===== src/rtl/cfu_bridge.sv =====
// cfu_bridge: registered bridge between the core CFU channels and an
// external accelerator, with ID tracking and a hang watchdog.
//
// Ports:
//   clk, rst             clock, synchronous active-high reset
//   s_req_*              core request in (valid/ready, id, func, data0/1)
//   m_req_*              accelerator request out, fields from registers
//   m_resp_*             accelerator response in (id, status, data)
//   s_resp_*             core response out, FWFT head of response FIFO
//   outstanding          number of requests in flight
//   err_unexpected       sticky, response for a non-pending ID seen
//   err_timeout          sticky, watchdog fired and pending IDs flushed
//   perf_*               counters, only with CFU_BRIDGE_PERF_EN defined
module cfu_bridge #(
    parameter int DATA_W          = 32,
    parameter int REQ_ID_W        = 3,
    parameter int FUNC_W          = 10,
    parameter int STATUS_W        = 3,
    parameter int MAX_OUTSTANDING = 4,
    parameter int RESP_DEPTH      = 4,
    parameter int TIMEOUT_CYCLES  = 1024,
    parameter logic [STATUS_W-1:0] ERR_STATUS = STATUS_W'(2)
) (
    input  logic                  clk,
    input  logic                  rst,
    input  logic                  s_req_valid,
    output logic                  s_req_ready,
    input  logic [REQ_ID_W-1:0]   s_req_id,
    input  logic [FUNC_W-1:0]     s_req_func,
    input  logic [DATA_W-1:0]     s_req_data0,
    input  logic [DATA_W-1:0]     s_req_data1,
    output logic                  m_req_valid,
    input  logic                  m_req_ready,
    output logic [REQ_ID_W-1:0]   m_req_id,
    output logic [FUNC_W-1:0]     m_req_func,
    output logic [DATA_W-1:0]     m_req_data0,
    output logic [DATA_W-1:0]     m_req_data1,
    input  logic                  m_resp_valid,
    output logic                  m_resp_ready,
    input  logic [REQ_ID_W-1:0]   m_resp_id,
    input  logic [STATUS_W-1:0]   m_resp_status,
    input  logic [DATA_W-1:0]     m_resp_data,
    output logic                  s_resp_valid,
    input  logic                  s_resp_ready,
    output logic [REQ_ID_W-1:0]   s_resp_id,
    output logic [STATUS_W-1:0]   s_resp_status,
    output logic [DATA_W-1:0]     s_resp_data,
    output logic [$clog2(MAX_OUTSTANDING+1)-1:0] outstanding,
    output logic                  err_unexpected,
    output logic                  err_timeout
`ifdef CFU_BRIDGE_PERF_EN
    ,
    output logic [31:0]           perf_req_count,
    output logic [31:0]           perf_resp_count,
    output logic [31:0]           perf_stall_cycles
`endif
);
    localparam int OUT_W = $clog2(MAX_OUTSTANDING+1);
    localparam int NID   = 2**REQ_ID_W;
    localparam int AW    = RESP_DEPTH > 1 ? $clog2(RESP_DEPTH) : 1;
    localparam int WD_W  = TIMEOUT_CYCLES > 0 ?
                           $clog2(TIMEOUT_CYCLES+1) : 1;

    typedef struct packed {
        logic [REQ_ID_W-1:0] id;
        logic [FUNC_W-1:0]   func;
        logic [DATA_W-1:0]   d0;
        logic [DATA_W-1:0]   d1;
    } req_t;

    typedef struct packed {
        logic [REQ_ID_W-1:0] id;
        logic [STATUS_W-1:0] st;
        logic [DATA_W-1:0]   data;
    } rsp_t;

    typedef enum logic {RUN, FLUSH} state_t;

    state_t           state;
    req_t             in_req, o_req, k_req;
    logic             o_valid, k_valid;
    logic [NID-1:0]   pending, pend_nxt;
    logic [WD_W-1:0]  wd, wd_inc;
    rsp_t             mem [RESP_DEPTH];
    rsp_t             push_ent;
    logic [AW-1:0]    wr_ptr, rd_ptr;
    logic [AW:0]      count;
    logic [REQ_ID_W-1:0] low_id, ret_id;
    logic req_acc, resp_acc, run_acc, hit, full;
    logic flush_push, push, pop, retire, timeout_hit;

    function automatic logic [AW-1:0] ptr_nxt(input logic [AW-1:0] p);
        return (p == AW'(RESP_DEPTH-1)) ? '0 : p + AW'(1);
    endfunction

    assign in_req = '{s_req_id, s_req_func, s_req_data0, s_req_data1};

    assign s_req_ready = !(o_valid && k_valid)
                       && (outstanding < OUT_W'(MAX_OUTSTANDING))
                       && !pending[s_req_id]
                       && (state == RUN);
    assign req_acc = s_req_valid && s_req_ready;

    assign m_req_valid = o_valid;
    assign m_req_id    = o_req.id;
    assign m_req_func  = o_req.func;
    assign m_req_data0 = o_req.d0;
    assign m_req_data1 = o_req.d1;

    // Skid: o_* is the visible output stage, k_* catches one extra beat.
    always_ff @(posedge clk) begin
        if (rst) begin
            o_valid <= 1'b0;
            k_valid <= 1'b0;
        end else if (o_valid && !m_req_ready) begin
            if (req_acc) begin
                k_valid <= 1'b1;
                k_req   <= in_req;
            end
        end else if (k_valid) begin
            o_req   <= k_req;
            o_valid <= 1'b1;
            k_valid <= req_acc;
            if (req_acc) k_req <= in_req;
        end else begin
            o_valid <= req_acc;
            if (req_acc) o_req <= in_req;
        end
    end

    assign full         = (count == (AW+1)'(RESP_DEPTH));
    assign m_resp_ready = (state == FLUSH) || !full;
    assign resp_acc     = m_resp_valid && m_resp_ready;
    // Late beats during FLUSH are swallowed, not forwarded.
    assign run_acc      = resp_acc && (state == RUN);
    assign hit          = pending[m_resp_id];
    assign flush_push   = (state == FLUSH) && !full && (|pending);
    assign push         = run_acc || flush_push;
    assign retire       = (run_acc && hit) || flush_push;
    assign ret_id       = flush_push ? low_id : m_resp_id;

    always_comb begin
        low_id = '0;
        for (int i = NID-1; i >= 0; i--)
            if (pending[i]) low_id = REQ_ID_W'(i);
    end

    always_comb begin
        push_ent = '{m_resp_id,
                     hit ? m_resp_status : ERR_STATUS,
                     m_resp_data};
        if (flush_push) push_ent = '{low_id, ERR_STATUS, '0};
    end

    always_comb begin
        pend_nxt = pending;
        if (req_acc) pend_nxt[s_req_id] = 1'b1;
        if (retire)  pend_nxt[ret_id]   = 1'b0;
    end

    assign pop           = s_resp_valid && s_resp_ready;
    assign s_resp_valid  = (count != '0);
    assign s_resp_id     = mem[rd_ptr].id;
    assign s_resp_status = mem[rd_ptr].st;
    assign s_resp_data   = mem[rd_ptr].data;

    always_ff @(posedge clk) begin
        if (push) mem[wr_ptr] <= push_ent;
    end

    always_ff @(posedge clk) begin
        if (rst) begin
            wr_ptr <= '0;
            rd_ptr <= '0;
            count  <= '0;
        end else begin
            if (push) wr_ptr <= ptr_nxt(wr_ptr);
            if (pop)  rd_ptr <= ptr_nxt(rd_ptr);
            unique case ({push, pop})
                2'b10:   count <= count + (AW+1)'(1);
                2'b01:   count <= count - (AW+1)'(1);
                default: count <= count;
            endcase
        end
    end

    assign wd_inc = wd + WD_W'(1);
    assign timeout_hit = (TIMEOUT_CYCLES != 0) && (state == RUN)
                       && !resp_acc && (outstanding != '0)
                       && (wd_inc == WD_W'(TIMEOUT_CYCLES));

    always_ff @(posedge clk) begin
        if (rst) begin
            state          <= RUN;
            pending        <= '0;
            outstanding    <= '0;
            wd             <= '0;
            err_unexpected <= 1'b0;
            err_timeout    <= 1'b0;
        end else begin
            pending <= pend_nxt;
            unique case ({req_acc, retire})
                2'b10:   outstanding <= outstanding + OUT_W'(1);
                2'b01:   outstanding <= outstanding - OUT_W'(1);
                default: outstanding <= outstanding;
            endcase
            if (TIMEOUT_CYCLES == 0 || resp_acc ||
                outstanding == '0 || state == FLUSH)
                wd <= '0;
            else
                wd <= wd_inc;
            if (run_acc && !hit) err_unexpected <= 1'b1;
            unique case (state)
                RUN: begin
                    if (timeout_hit) begin
                        state       <= FLUSH;
                        err_timeout <= 1'b1;
                    end
                end
                FLUSH: begin
                    if (pending == '0) state <= RUN;
                end
                default: state <= RUN;
            endcase
        end
    end

`ifdef CFU_BRIDGE_PERF_EN
    always_ff @(posedge clk) begin
        if (rst) begin
            perf_req_count    <= '0;
            perf_resp_count   <= '0;
            perf_stall_cycles <= '0;
        end else begin
            if (req_acc)
                perf_req_count <= perf_req_count + 32'd1;
            if (pop)
                perf_resp_count <= perf_resp_count + 32'd1;
            if (s_req_valid && !s_req_ready)
                perf_stall_cycles <= perf_stall_cycles + 32'd1;
        end
    end
`endif

endmodule


===== config.mk =====
export PLATFORM = sky130hd
export DESIGN_NAME = cfu_bridge
export DESIGN_NICKNAME = d
export VERILOG_FILES = /design/src/rtl/cfu_bridge.sv
export SDC_FILE = /design/constraint.sdc
export NUM_CORES = 1
export LEC_CHECK = 0
export CORE_MARGIN = 2
export CORE_UTILIZATION = 40
export DETAILED_ROUTE_END_ITERATION = 16
export PLACE_DENSITY = 0.72
export SYNTH_ARGS = -nofsm -noshare
export SYNTH_HDL_FRONTEND = slang
export SYNTH_SLANG_ARGS = --single-unit

===== constraint.sdc =====
create_clock -name clk -period 9.9 [get_ports clk]
set_input_delay 1.98 -clock clk [delete_from_list [all_inputs] [get_ports clk]]
set_output_delay 1.98 -clock clk [all_outputs]
set_load 0.1 [all_outputs]

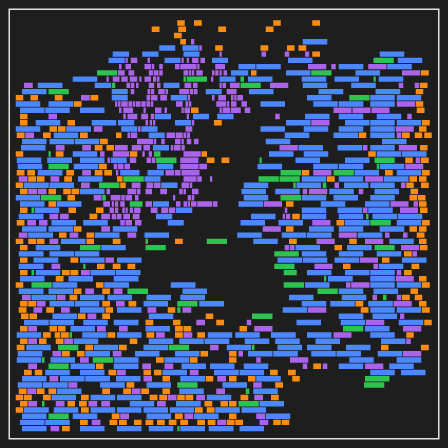
*Placement by cell class, run 1*
[purple] all other logic | cells: 348 | share of their area: 20%
[green] clock drivers and dummy loads | cells: 68 | share of their area: 7.0%
[blue] flip-flops | cells: 342 | share of their area: 59%
[orange] other buffers and delay cells | cells: 251 | share of their area: 15%
fraction of area in registers: 0.567
final instance area: 17500 sq um
Std-Cell Rows: 66

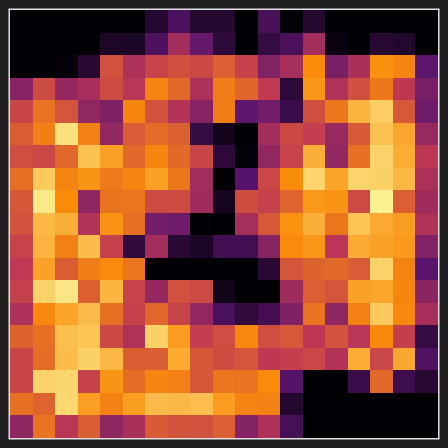
*Cell area per tile, run 1*
The die is cut into 19 by 19 equal tiles; black is low, pale yellow is high, 0 to 100% covered.
fullest tile: 97%
tiles over 75% full: 19%
nearly empty tiles: 14%
mean over tiles: 49%
Initial Util: 0.407
Core Region: 32700 sq um
fin util: 0.534

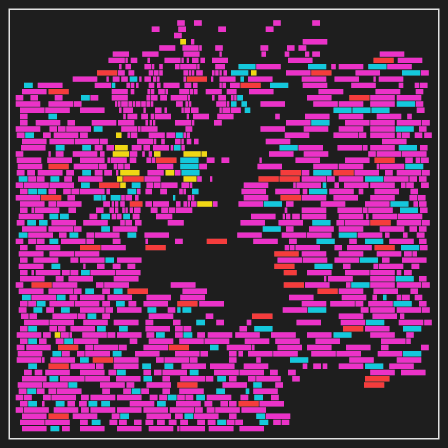
*Sizing map, run 1*
[magenta] drive 1 or less | cells: 810
[red] drive 6 and up | cells: 43
[cyan] drive 2 | cells: 141
[yellow] drive 3 to 4 | cells: 15
number of non-clock buffers: 251
post-route setup slack: 2.98 ns
area delta synth->final: 31.2%

==> impl_metrics.tcl, run 1 <==
# place-and-route summary
set metrics [dict create \
    cts_inserted_buffers 38 \
    grt_pass1_wl_mm 44.0 \
    ys_cells 718 \
    synthesis.area_sq_um 13300 \
    grt_setup_unrepaired "false" \
    setup_violations 0 \
    holdBufCountCts 0 \
    drv_slew 0 \
    postCtsSetupBuffers 0 \
    r2r_start "pending[5]" \
    cpMostUsedCell "clkdlybuf4s50_1" \
    drt_pre_antenna_iters 4 \
    antenna_found_initial 0 \
    worstSkewPairLatency_ns 0.52 \
    cp_top_family "buffers and inverters" \
    die_w_microns 187 \
    crit_slowest_cell "clkdlybuf4s50_1" \
    track_usage 0.161 \
    clock_skew_ns 0.0170 \
    power.leakage_nw 5.69 \
    ys_warn_count 0 \
    arrival_ns 4.94 \
    cts.clk_slew.worst_paths_ns 0.05 \
    synthArstFlopShare 0 \
    path_class "input pin to primary output" \
    peakVddDrop_v 0.000190 \
    crit_chain "clkdlybuf4s50_1, mux2_2, a22o_1, nor3_1, clkdlybuf4s50_1" \
    synthCells 718 \
    synth_top_area_share 0.690 \
    status "complete, no violations" \
    grt_pass1_vias 7731 \
    synthTopCellsByArea "edfxtp_1 69%, mux4_2 6.9%, mux2_2 6.7%" \
    stdcell_count 1452 \
    viasPerCell 5.04 \
    pre_cts_ws_ns 3.06 \
    cp.required_ns 7.92 \
]
-- run 1: per-layer routing --
layer  global-route usage  vias to the layer above
met3               0.0677                       50
met4               0.0543                        0
met2                0.252                      276
li1                     -                     3377
met1                0.204                     3622
met5                    0                        -
-- run 1: flip-flops by register name, indices dropped and copies added (netlist names), named ones only --
name            cells
count               3
m_req_valid         1
state               1
wr_ptr              2
m_req_func         10
rd_ptr              2
m_req_id            3
k_valid             1
err_timeout         1
pending             8
err_unexpected      1
outstanding         3
k_req              77
m_req_data1        32
mem               152
wd                 11
m_req_data0        32
-- run 1: per-stage QoR --
step | hold WS, ns | area (sq um)
2_1_floorplan | 0.445 | 13300
3_3_place_gp | 0.461 | 16300
3_5_place_dp | 0.467 | 16300
4_1_cts | 0.479 | 17500
5_1_grt | 0.510 | 17500
6_report | 0.473 | 17500
-- run 1: cells in the final DEF (no fill, tap or decap), types with 3 or more instances in the layout --
cell	count
clkinv_2	7
edfxtp_1	306
inv_1	17
xnor2_1	6
clkinv_1	9
nor3_1	8
clkbuf_1	8
a41oi_1	5
a311oi_1	8
clkbuf_16	39
and2_2	4
o21ai_0	5
mux2i_1	3
nand2_1	10
and2_1	36
a21oi_1	15
mux2_2	79
nand3_1	6
dfxtp_1	33
mux4_2	41
nor2_1	35
nand4_1	3
or3_1	6
nor2b_1	4
clkdlybuf4s50_1	244
xor2_1	6
buf_4	7
ha_1	9
-- run 1: area by class of cell --
class                   instances  area, sq um  area share
repair buffers                251         2490       0.143
diodes                          1         2.50    0.000143
clock inverters                21          170     0.00974
multi-input cells             330         3270       0.187
clock buffers                  47         1010      0.0576
inverters                      18         67.6     0.00387
flip-flops and latches        342         9920       0.567
well taps                     442          553      0.0316
-- run 1: power breakdown --
group	total (mW)	internal (mW)	switching [mW]	leakage (nW)
combinational	1.19	0.330	0.860	2.01
clock	1.32	0.776	0.543	0.578
sequential	1.72	1.68	0.0404	3.11
total	4.23	2.79	1.44	5.69
-- run 1: worst max path at each step --
stage | start | endpoint | slack (ns)
3_5_place_dp | s_req_id[0] | s_req_ready | 3.06
6_report | s_req_id[0] | s_req_ready | 2.98
4_1_cts | s_req_id[0] | s_req_ready | 3.04
3_3_place_gp | s_req_id[0] | s_req_ready | 3.10
2_1_floorplan | s_req_id[0] | m_req_data0[0] | 0.94
5_1_grt | s_req_id[0] | s_req_ready | 2.95
-- run 1: cells by family (layout without fill, tap and decap cells) --
logic type                 count (synthesis)  in the layout  share of synthesized area
AOI/OAI and AO/OA                         56             56                     0.0318
xor gates and xnor gates                  12             12                    0.00789
adders and majority gates                 11             11                     0.0115
buffers and inverters                     46            337                     0.0140
DFF                                      342            342                      0.744
muxes                                    123            123                      0.138
other                                      0              1                          0
and+or+nand+nor                          128            128                     0.0529
### Sequential cells grouped by signal name, run 1

Other sequential cells in the stronger gray, the rest of the logic in the fainter gray.
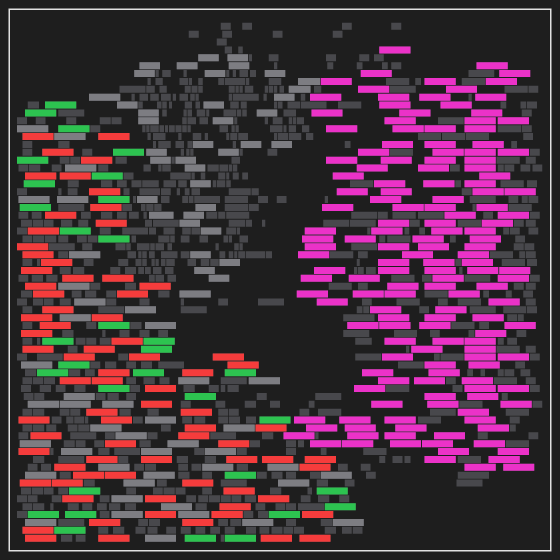

==> inputs of run 2 (changes only) <==
==> constraint.sdc (replaced) <==
create_clock -name clk -period 7 [get_ports clk]
set_input_delay 1.4 -clock clk [delete_from_list [all_inputs] [get_ports clk]]
set_output_delay 1.4 -clock clk [all_outputs]
set_load 0.1 [all_outputs]
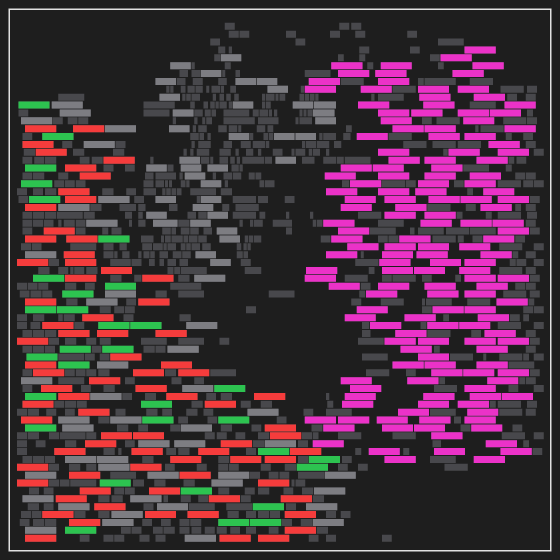
*Sequential cells grouped by signal name, run 2*
Other sequential cells in the stronger gray, the rest of the logic in the fainter gray.
[red] `k_req` | flops: 77
[green] `m_req_data1` | flops: 32
[magenta] `mem` | flops: 152

==> run 2 against run 1 <==
Total power rose by 41%; flip-flop count did not move; non-clock buffer count fell by 1; critical path type unchanged; critical endpoint unchanged; largest cell class unchanged; largest power group unchanged.
==> impl_metrics.tcl, run 2 <==
# place-and-route summary
set metrics [dict create \
    status "complete, no violations" \
    r2r_start "pending[6]" \
    antenna_found_initial 2 \
    reg.largest.list "mem x152, k_req x77" \
    power.internal_mw 3.96 \
    die_w_microns 187 \
    xor_share 0.00789 \
    synthArstFlopShare 0 \
    cts.clk_slew.worst_paths_ns 0.05 \
    regMostFlops "mem" \
    holdBufCountCts 0 \
    areaGrowthSynthToFinish_pct 31.0 \
    crit_slowest_cell "clkdlybuf4s50_1" \
    setup_violations 0 \
    synthesis.area_sq_um 13300 \
    synthCells 718 \
    fp_util 0.407 \
    power.leakage_nw 5.67 \
    yosys.area_share.simple 0.0529 \
    power_frac_comb 0.276 \
    rows 66 \
    clock_skew_ns 0.0149 \
    grt_setup_unrepaired "false" \
    cts_inserted_buffers 37 \
    ys_cells 718 \
    ys_top_logic_family "multiplexers" \
    synth_top_area_share 0.690 \
    largest_register_ffs 152 \
    drv_slew 0 \
    mux_area_frac 0.138 \
    fin_util 0.534 \
    worstSkewPairLatency_ns 0.50 \
    coreArea_sq_um 32700 \
    synthTopCellsByArea "edfxtp_1 69%, mux4_2 6.9%, mux2_2 6.7%" \
    grt_pass1_vias 7516 \
    postCtsSetupBuffers 0 \
    crit_chain "clkdlybuf4s50_1, mux2_2, a22o_1, nor3_2, buf_4" \
    stdcell_count 1446 \
    ys_warn_count 0 \
    startpoint "s_req_id[0]" \
    path_class "input pin to primary output" \
    layout_top_cell "edfxtp_1" \
    peakVddDrop_v 0.000215 \
    yosys.area_share.aoi 0.0318 \
    power_frac_clock 0.311 \
    pwr-share-seq 0.413 \
]
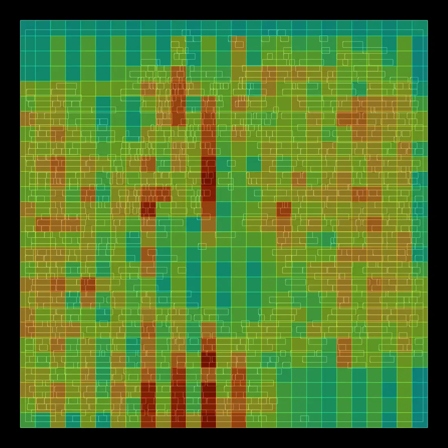
*Track usage over the die, run 2*
gr usage total: 0.155
met3 GRT Util: 0.0638

[run 2: per-stage QoR]
stage	hold WS, ns	instance area (sq um)	total power [mW]	setup slack (ns)
after floorplan	0.445	13400	3.75	0.701
final	0.476	17500	5.97	2.19
after detailed placement	0.474	16300	4.17	2.20
after CTS	0.483	17400	6.04	2.11
after global placement	0.464	16300	4.16	2.24
after global routing	0.510	17400	6.17	1.99
[run 2: final cells by class]
class	count	area (sq um)
inverters	18	67.6
repair buffers	250	2480
clock buffers	40	937
diodes	2	5.00
fillers	2628	15200
multi-input cells	330	3270
well taps	442	553
clock inverters	22	216
flip-flops and latches	342	9920
[run 2: cell families after synthesis]
kind of cell    after synthesis
compound gates               56
xor+xnor                     12
fa+ha+maj                    11
buf+inv                      46
flops                       342
mux                         123
simple gates                128
[run 2: path summary, 6_finish.rpt]
check / to / cells after the start
worst max-delay path: s_req_ready / 5
worst min-delay path: err_timeout / 2
worst max register to register: outstanding[2] / 11
worst min register to register: err_timeout / 2
[run 2: power by group through the flow]
stage	clock, mW	sequential [mW]	combinational [mW]
2_1_floorplan	0	2.67	1.08
3_3_place_gp	0	2.51	1.65
3_5_place_dp	0	2.51	1.66
4_1_cts	1.91	2.47	1.66
5_1_grt	1.98	2.48	1.71
6_report	1.86	2.46	1.65
[run 2: worst max-delay path, delay by kind of cell]
family / cells / cell delay (ns)
buf+inv: 2 / 1.10
mux: 1 / 0.40
compound gates: 1 / 0.28
simple gates: 1 / 0.22
[run 2: layer usage]
layer  wire length (microns)  up-vias  global-route usage
met2                   12900      261               0.243
met5                       0        -                   0
met1                   11200     3653               0.196
met3                    2810       46              0.0638
met4                     682        0              0.0488
li1                        -     3356                   -
### Placement by cell class, run 2

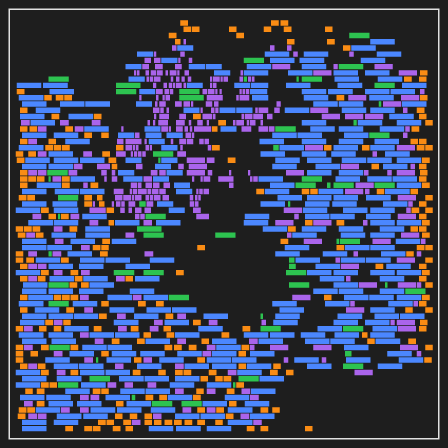

==> inputs of run 3 (changes only) <==
--- a/config.mk
+++ b/config.mk
@@ -8,7 +8,7 @@
 export CORE_MARGIN = 2
 export CORE_UTILIZATION = 40
 export DETAILED_ROUTE_END_ITERATION = 16
-export PLACE_DENSITY = 0.72
+export PLACE_DENSITY = 0.74
 export SYNTH_ARGS = -nofsm -noshare
 export SYNTH_HDL_FRONTEND = slang
 export SYNTH_SLANG_ARGS = --single-unit
==> constraint.sdc (replaced) <==
create_clock -name clk -period 4.3 [get_ports clk]
set_input_delay 0.86 -clock clk [delete_from_list [all_inputs] [get_ports clk]]
set_output_delay 0.86 -clock clk [all_outputs]
set_load 0.1 [all_outputs]
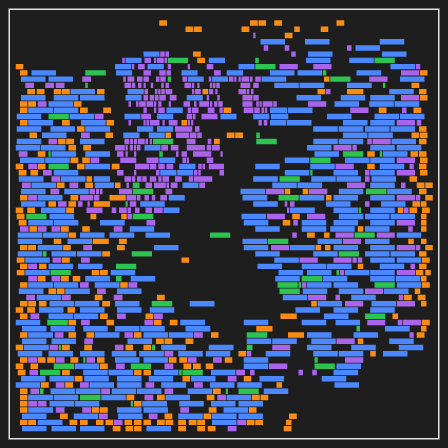
*Placement by cell class, run 3*
[green] clock drivers and dummy loads | cells: 66 | share of their area: 6.5%
[purple] all other logic | cells: 348 | share of their area: 20%
[orange] other buffers and delay cells | cells: 261 | share of their area: 15%
[blue] flip-flops | cells: 342 | share of their area: 58%

==> run 3 against run 2 <==
Non-clock buffer count increased by 11; die area unchanged; sequential share of layout area decreased by 0.26 points; worst hold slack got worse by 0.00094 ns; highest routed layer unchanged; via count increased by 0.52%; register-to-register slack got worse by 2.3 ns; critical endpoint is now s_resp_data[10]; flip-flop count unchanged; critical path type is now register to primary output; first-iteration DRC count decreased by 7.7%; design area increased by 0.45%; total power increased by 60%.
==> impl_metrics.tcl, run 3 <==
# place-and-route summary
set metrics [dict create \
    fill_cells 2630 \
    setup_violations 0 \
    final_layout_size_suffix_gt1_frac 0.235 \
    synthCells 718 \
    viasPerCell 5.04 \
    hold_end "err_timeout" \
    wl_per_cell_microns 19.2 \
    areaGrowthSynthToFinish_pct 31.6 \
    hold_path_depth 2 \
    hp-class "register to register" \
    grt_setup_unrepaired "false" \
    worstSkewPairLatency_ns 0.51 \
    fp_util 0.407 \
    die-area_sq_um 34800 \
    track_usage 0.158 \
    synthTopCellsByArea "edfxtp_1 69%, mux4_2 6.9%, mux2_2 6.7%" \
    grt_pass1_wl_mm 43.3 \
    enable_flop_cells 306 \
    path_class "register to primary output" \
    finalWorstSetupSlack_ns 0.600 \
    postCtsSetupBuffers 0 \
    synthArstFlopShare 0 \
    top_area_cell "edfxtp_1" \
    largest_register_ffs 152 \
    p_total_mw 9.58 \
    power.leakage_nw 5.77 \
    period_used_share 0.860 \
    worstMarginPinSlew_ns 1.07 \
    synthesis.area_sq_um 13300 \
    clock_skew_ns 0.0153 \
    holdBufCountCts 0 \
    drv_slew 0 \
    die_w_microns 187 \
    relSlewSlack 0.287 \
    grt_pass1_vias 7826 \
    r2r_cells 10 \
    grt_max_degree 81 \
    rows 66 \
    num_vias 7354 \
    r2r_slack_ns 1.40 \
    final_cell_mix "306 x edfxtp_1, 218 x clkdlybuf4s50_1, 77 x mux2_2, 41 x mux4_2, 39 x clkbuf_16" \
    arrival_ns 2.84 \
    cp.required_ns 3.44 \
    cts_tree "built" \
    ys_cells 718 \
    r2r_start "pending[4]" \
    cts_inserted_buffers 37 \
    drt_pre_antenna_iters 4 \
    regMostFlops "mem" \
    antenna_found_initial 0 \
    cts_resized 0 \
    peakVddDrop_v 0.000329 \
    pre_cts_ws_ns 0.444 \
    regToRegEndpoint "outstanding[2]" \
    coreArea_sq_um 32700 \
    openroad.warnings 31 \
    synth_top_area_share 0.690 \
    layout_top_cell "edfxtp_1" \
    reg.largest.list "mem x152, k_req x77" \
    status "complete, no violations" \
    hpwl_mm 18.3 \
    cts.clk_slew.worst_paths_ns 0.06 \
    ys_warn_count 0 \
    crit_chain "mux4_2, clkdlybuf4s50_1" \
    yosys-top-cells-count "306 x edfxtp_1, 79 x mux2_2, 41 x mux4_2" \
    crit_slowest_cell "clkdlybuf4s50_1" \
]
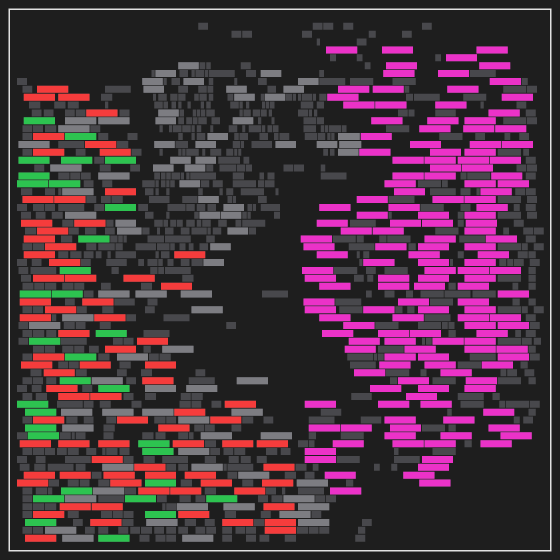
*Sequential cells grouped by signal name, run 3*
Other sequential cells in the stronger gray, the rest of the logic in the fainter gray.
[magenta] `mem` | flops: 152
[green] `m_req_data1` | flops: 32 | where: a column on the left
[red] `k_req` | flops: 77
not colored: 81

## run 3: cell counts after synthesis
Identical to the previous run, type by type.
## run 3: per-stage QoR
step / hold WS, ns / TNS (ns) / instance area, sq um / std cells / utilization
after floorplan: 0.445 / -99.04 / 13400 / 718 / -
after global routing: 0.522 / 0 / 17500 / 1459 / 0.536
after detailed placement: 0.474 / 0 / 16400 / 1393 / 0.502
after CTS: 0.483 / 0 / 17500 / 1459 / 0.536
final: 0.476 / 0 / 17500 / 1460 / 0.536
after global placement: 0.464 / 0 / 16400 / 1393 / 0.502
## run 3: cell families (layout without fill, tap and decap cells)
logic type               after synthesis  after routing  share of synthesized area
AND-OR/OR-AND                         56             56                     0.0318
XOR/XNOR                              12             12                    0.00789
adder cells (fa/ha/maj)               11             11                     0.0115
buffers and inverters                 46            345                     0.0140
flip-flops                           342            342                      0.744
multiplexers                         123            123                      0.138
other                                  0              1                          0
AND/OR/NAND/NOR                      128            128                     0.0529
## run 3: where the power goes
part / switching (mW) / leakage, nW / internal [mW]
sequential: 0.119 / 3.11 / 3.87
clock: 1.21 / 0.543 / 1.66
combinational: 1.96 / 2.12 / 0.760
## run 3: metal layers
layer / wire, microns / up-vias / GRT usage
met3: 2840 / 45 / 0.0656
met2: 13000 / 265 / 0.259
met5: 0 / - / 0
li1: - / 3402 / -
met1: 11600 / 3642 / 0.195
met4: 587 / 0 / 0.0427
## run 3: worst max-delay path, delay by kind of cell, from the launching register on
family                 cells  cell delay (ns)
buffers and inverters      1             0.99
multiplexers               1             0.59
flip-flops                 1             0.74
## run 3: worst max path at each step
stage	to	slack [ns]	cells past startpoint
after floorplan	m_req_data0[0]	-0.76	5
after global placement	outstanding[2]	0.50	11
after detailed placement	outstanding[2]	0.44	11
after CTS	s_resp_data[10]	0.51	2
after global routing	s_resp_data[13]	0.44	2
final	s_resp_data[10]	0.60	2
## run 3: area by class of cell
class,count,area (sq um),area share
diodes,1,2.50,0.000143
well taps,442,553,0.0315
repair buffers,261,2590,0.148
multi-input cells,330,3300,0.188
clock inverters,18,92.6,0.00528
flip-flops and latches,342,9920,0.566
clock buffers,48,1010,0.0576
inverters,18,67.6,0.00385
Power is estimated from default activity; no workload was simulated.
